==> config.mk <==
export PLATFORM = sky130hd
export DESIGN_NAME = dsp_chain_operand_feeder
export DESIGN_NICKNAME = d
export VERILOG_FILES = /design/src/rtl/dsp_chain_operand_feeder_pkg.sv /design/src/rtl/dsp_feeder_skew_pipe.sv /design/src/rtl/dsp_chain_operand_feeder.sv
export SDC_FILE = /design/constraint.sdc
export NUM_CORES = 1
export LEC_CHECK = 0
export ABC_AREA = 1
export CAP_MARGIN = 20
export CELL_PAD_IN_SITES_DETAIL_PLACEMENT = 0
export CELL_PAD_IN_SITES_GLOBAL_PLACEMENT = 1
export CORE_MARGIN = 1
export CORE_UTILIZATION = 41
export DETAILED_ROUTE_END_ITERATION = 8
export PLACE_DENSITY = 0.88
export SLEW_MARGIN = 15
export SYNTH_ARGS = -nofsm -noshare
export SYNTH_HDL_FRONTEND = slang
export SYNTH_SLANG_ARGS = --single-unit
==> constraint.sdc <==
create_clock -name clk -period 24.2 [get_ports clk]
set_input_delay 3.63 -clock clk [delete_from_list [all_inputs] [get_ports clk]]
set_output_delay 3.63 -clock clk [all_outputs]
set_load 0.005 [all_outputs]
### Sequential cells coloured by instance or generate block

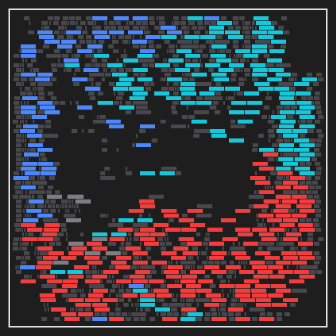
Key: red = g_lane[2] [sequential cells 192]; cyan = g_lane[1] [sequential cells 128]; blue = g_lane[0] [sequential cells 64]
fin util: 56.74%
Die ar.: 33470 um^2
fin cells: 1707

### Routed clock nets over the placement

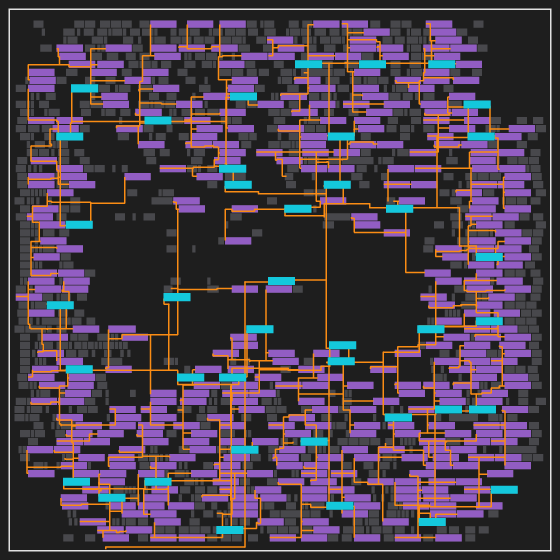
Key: orange = clock wires [length 4320 um]; purple = flip-flops [count 393]; cyan = cells driving clock nets [count 40]
There are 41 routed clock nets.
P_clk: 0.614 mW
Clk pwr share: 36.0%
Clock Latency Late Sink: 0.52 ns
clock skew: 0.02136 ns

### Wires at chosen ports, followed through buffers

The bar under the picture is 50 um long.
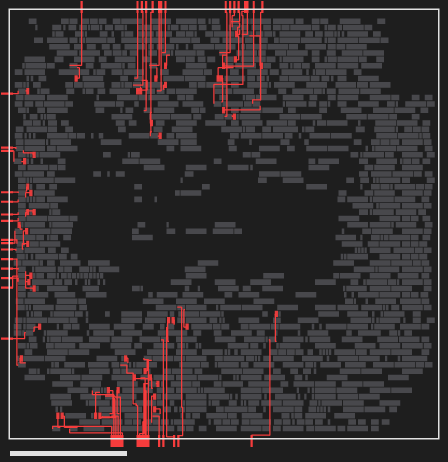
Key: red = in_bot_b [bits 48, direction input, end cells 48, buffers 48, wire 1460 um]
PortBufs: 390
I/O pin count: 391

### Congestion heat map

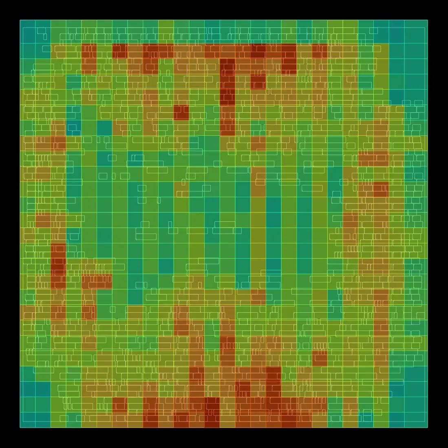
routing usage on met3: 4.905%
met1 global-route usage: 18.24%

### Sequential cells grouped by signal name

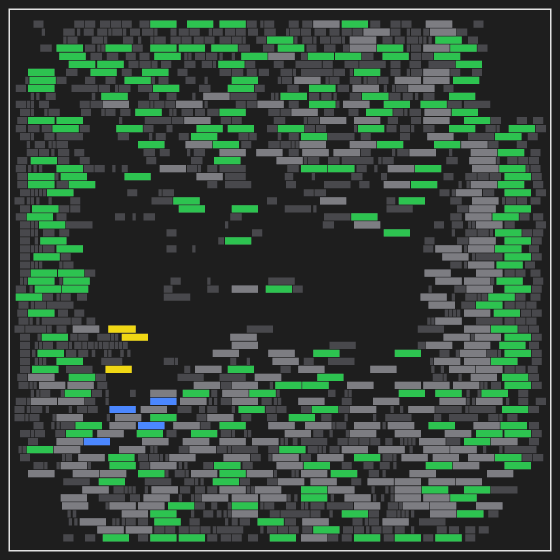
Key: yellow = credits_q [sequential cells 3]; blue = u_valid_pipe.pipe_q [sequential cells 4, where south-west]; green = g_lane.u_lane_pipe.q_o [sequential cells 192, where spread over the die]
flop share of the area: 54.38%
register area: 9836 um^2
P_seq: 0.799 mW

==> impl_metrics.env <==
# yosys + openroad results
export IMPL_cp_max_fo=100
export IMPL_hpwl_um=17410
export IMPL_dieWidth_um=183.0
export IMPL_ctsRootBufferMaster="clkbuf_16"
export IMPL_start_kind="input pin"
export IMPL_fin_crit_ns=5.481
export IMPL_wirelength_um=25200
export IMPL_tool_warnings=32
export IMPL_clockBufferDepth=3
export IMPL_htree_levels=2
export IMPL_first_pass_iters=4
export IMPL_fp_util_pct=42.11
export IMPL_syn_num_nets=1149
export IMPL_rsz0062_at_grt="false"
export IMPL_place_congestion=0.7887
export IMPL_r2r_cells=5
export IMPL_slew_headroom_pct=35.34
export IMPL_postRouteAntennaNets=0
export IMPL_ir_drop_v=0.0001007
export IMPL_grt_overflow=0
export IMPL_fp_row_count=65
export IMPL_layout_setup_ws_ns=18.72
export IMPL_grt_max_degree=148
export IMPL_worst_pin_slew_ns=0.9699
export IMPL_setup_viol=0
export IMPL_cp_data_required_time_ns=24.55
export IMPL_maxCapViolations=0
export IMPL_grt_pass1_wl_um=39760
export IMPL_cts_setup_buffers=0
export IMPL_clock_sinks=393
export IMPL_antenna_found_initial=4
export IMPL_ctsHoldBuffers=0
export IMPL_worst_setup_path_end_kind="flop"
export IMPL_yosysWarnings=0
export IMPL_syn_area_um2=13430
export IMPL_finalMaxSlewViolations=0
export IMPL_cts_repair_resized=0
export IMPL_avgSynthCellArea_um2=14.12
export IMPL_synthCells=951
export IMPL_hp_class="flop to flop"
export IMPL_p_total_mw=1.706
export IMPL_cts_tree="built"
export IMPL_post_drt_via_cell_ratio=3.946
export IMPL_power_leakage_nw=8.868
export IMPL_yosysChipArea_um2=13430
export IMPL_avgRoutedWirePerCell_um=14.76
export IMPL_place_ws_ns=18.13
export IMPL_grtUsageTotal_pct=15.48
export IMPL_ys_types=22
export IMPL_cts_buffers=40
export IMPL_yosysSeqAreaShare_pct=73.26
export IMPL_ys_flops=393
export IMPL_path_class="input pin to flop"
export IMPL_drt_initial_drc_count=310
export IMPL_drc_errors=0
export IMPL_setup_tns_ns=0
export IMPL_grt_pass1_vias=7280
export IMPL_layout_nets=1439
export IMPL_clkSlewWorstSetupHoldPaths_ns=0.06
export IMPL_finalHoldViolations=0
export IMPL_run_status="completed"
-- layer usage --
metal	GRT usage, %	vias up	wire, um
met5	0	-	27
met4	5.800	4	813
met3	4.905	53	1905
met2	26.48	232	13220
met1	18.24	3307	9227
li1	-	3139	-
-- through the flow --
stage | cells | area, um^2
3_3_place_gp | 1631 | 16660
2_1_floorplan | 951 | 13430
3_5_place_dp | 1631 | 16660
6_report | 1707 | 18090
4_1_cts | 1702 | 18000
5_1_grt | 1706 | 18090
-- Yosys cell counts --
cell type / count / area, um^2
a31oi_1: 1 / 6.260
buf_12: 11 / 220.2
buf_2: 3 / 15.01
buf_4: 128 / 960.9
buf_6: 7 / 78.83
dfrtp_1: 392 / 9809
dfstp_2: 1 / 26.28
fa_1: 1 / 20.02
ha_1: 1 / 12.51
inv_1: 198 / 743.2
inv_2: 3 / 11.26
nand2_1: 5 / 18.77
nand2_4: 1 / 11.26
nand3_1: 2 / 10.01
nand3_2: 1 / 10.01
nand4_1: 1 / 6.260
nor2_1: 83 / 311.6
nor2_2: 19 / 118.9
nor2_4: 90 / 1013
o21ai_0: 1 / 5.000
o21bai_1: 1 / 7.510
xnor2_1: 1 / 8.760
-- critical path: stages --
cell             delay [ns]
clkdlybuf4s50_1        0.49
nand2_8                0.59
buf_12                 0.77
nor2_1                 0.10
-- final cells by class --
type	count	area, um^2
Timing Repair Buffer	397	4029
Antenna cell	2	5.005
Multi-Input combinational cell	208	1569
Clock inverter	13	173.9
Inverter	201	762.0
Clock buffer	58	1170
Tap cell	435	544.3
Sequential cell	393	9836
Fill cell	2544	13790
-- cells by family after synthesis --
kind of cell | after synthesis | synth area share, %
AND-OR/OR-AND | 3 | 0.1398
buffers and inverters | 350 | 15.12
flip-flops | 393 | 73.26
XOR/XNOR | 1 | 0.06525
AND/OR/NAND/NOR | 202 | 11.17
adder cells (fa/ha/maj) | 2 | 0.2423
-- power by group --
group          internal [mW]  switching [mW]  total [mW]
combinational          0.155           0.138       0.293
clock                  0.370           0.244       0.614
sequential             0.766          0.0321       0.799
-- cells in the final DEF, fill, tap and decap left out, types with 3 or more instances in the layout --
master	instances
buf_16	3
buf_4	3
bufinv_16	3
clkbuf_1	9
clkbuf_16	41
clkbuf_8	8
clkdlybuf4s50_1	390
clkinv_2	3
clkinv_4	3
clkinvlp_4	3
dfrtp_1	392
inv_1	197
inv_2	3
nand2_1	5
nor2_1	83
nor2_2	19
nor2_4	90
Power and IR drop assume default switching activity.
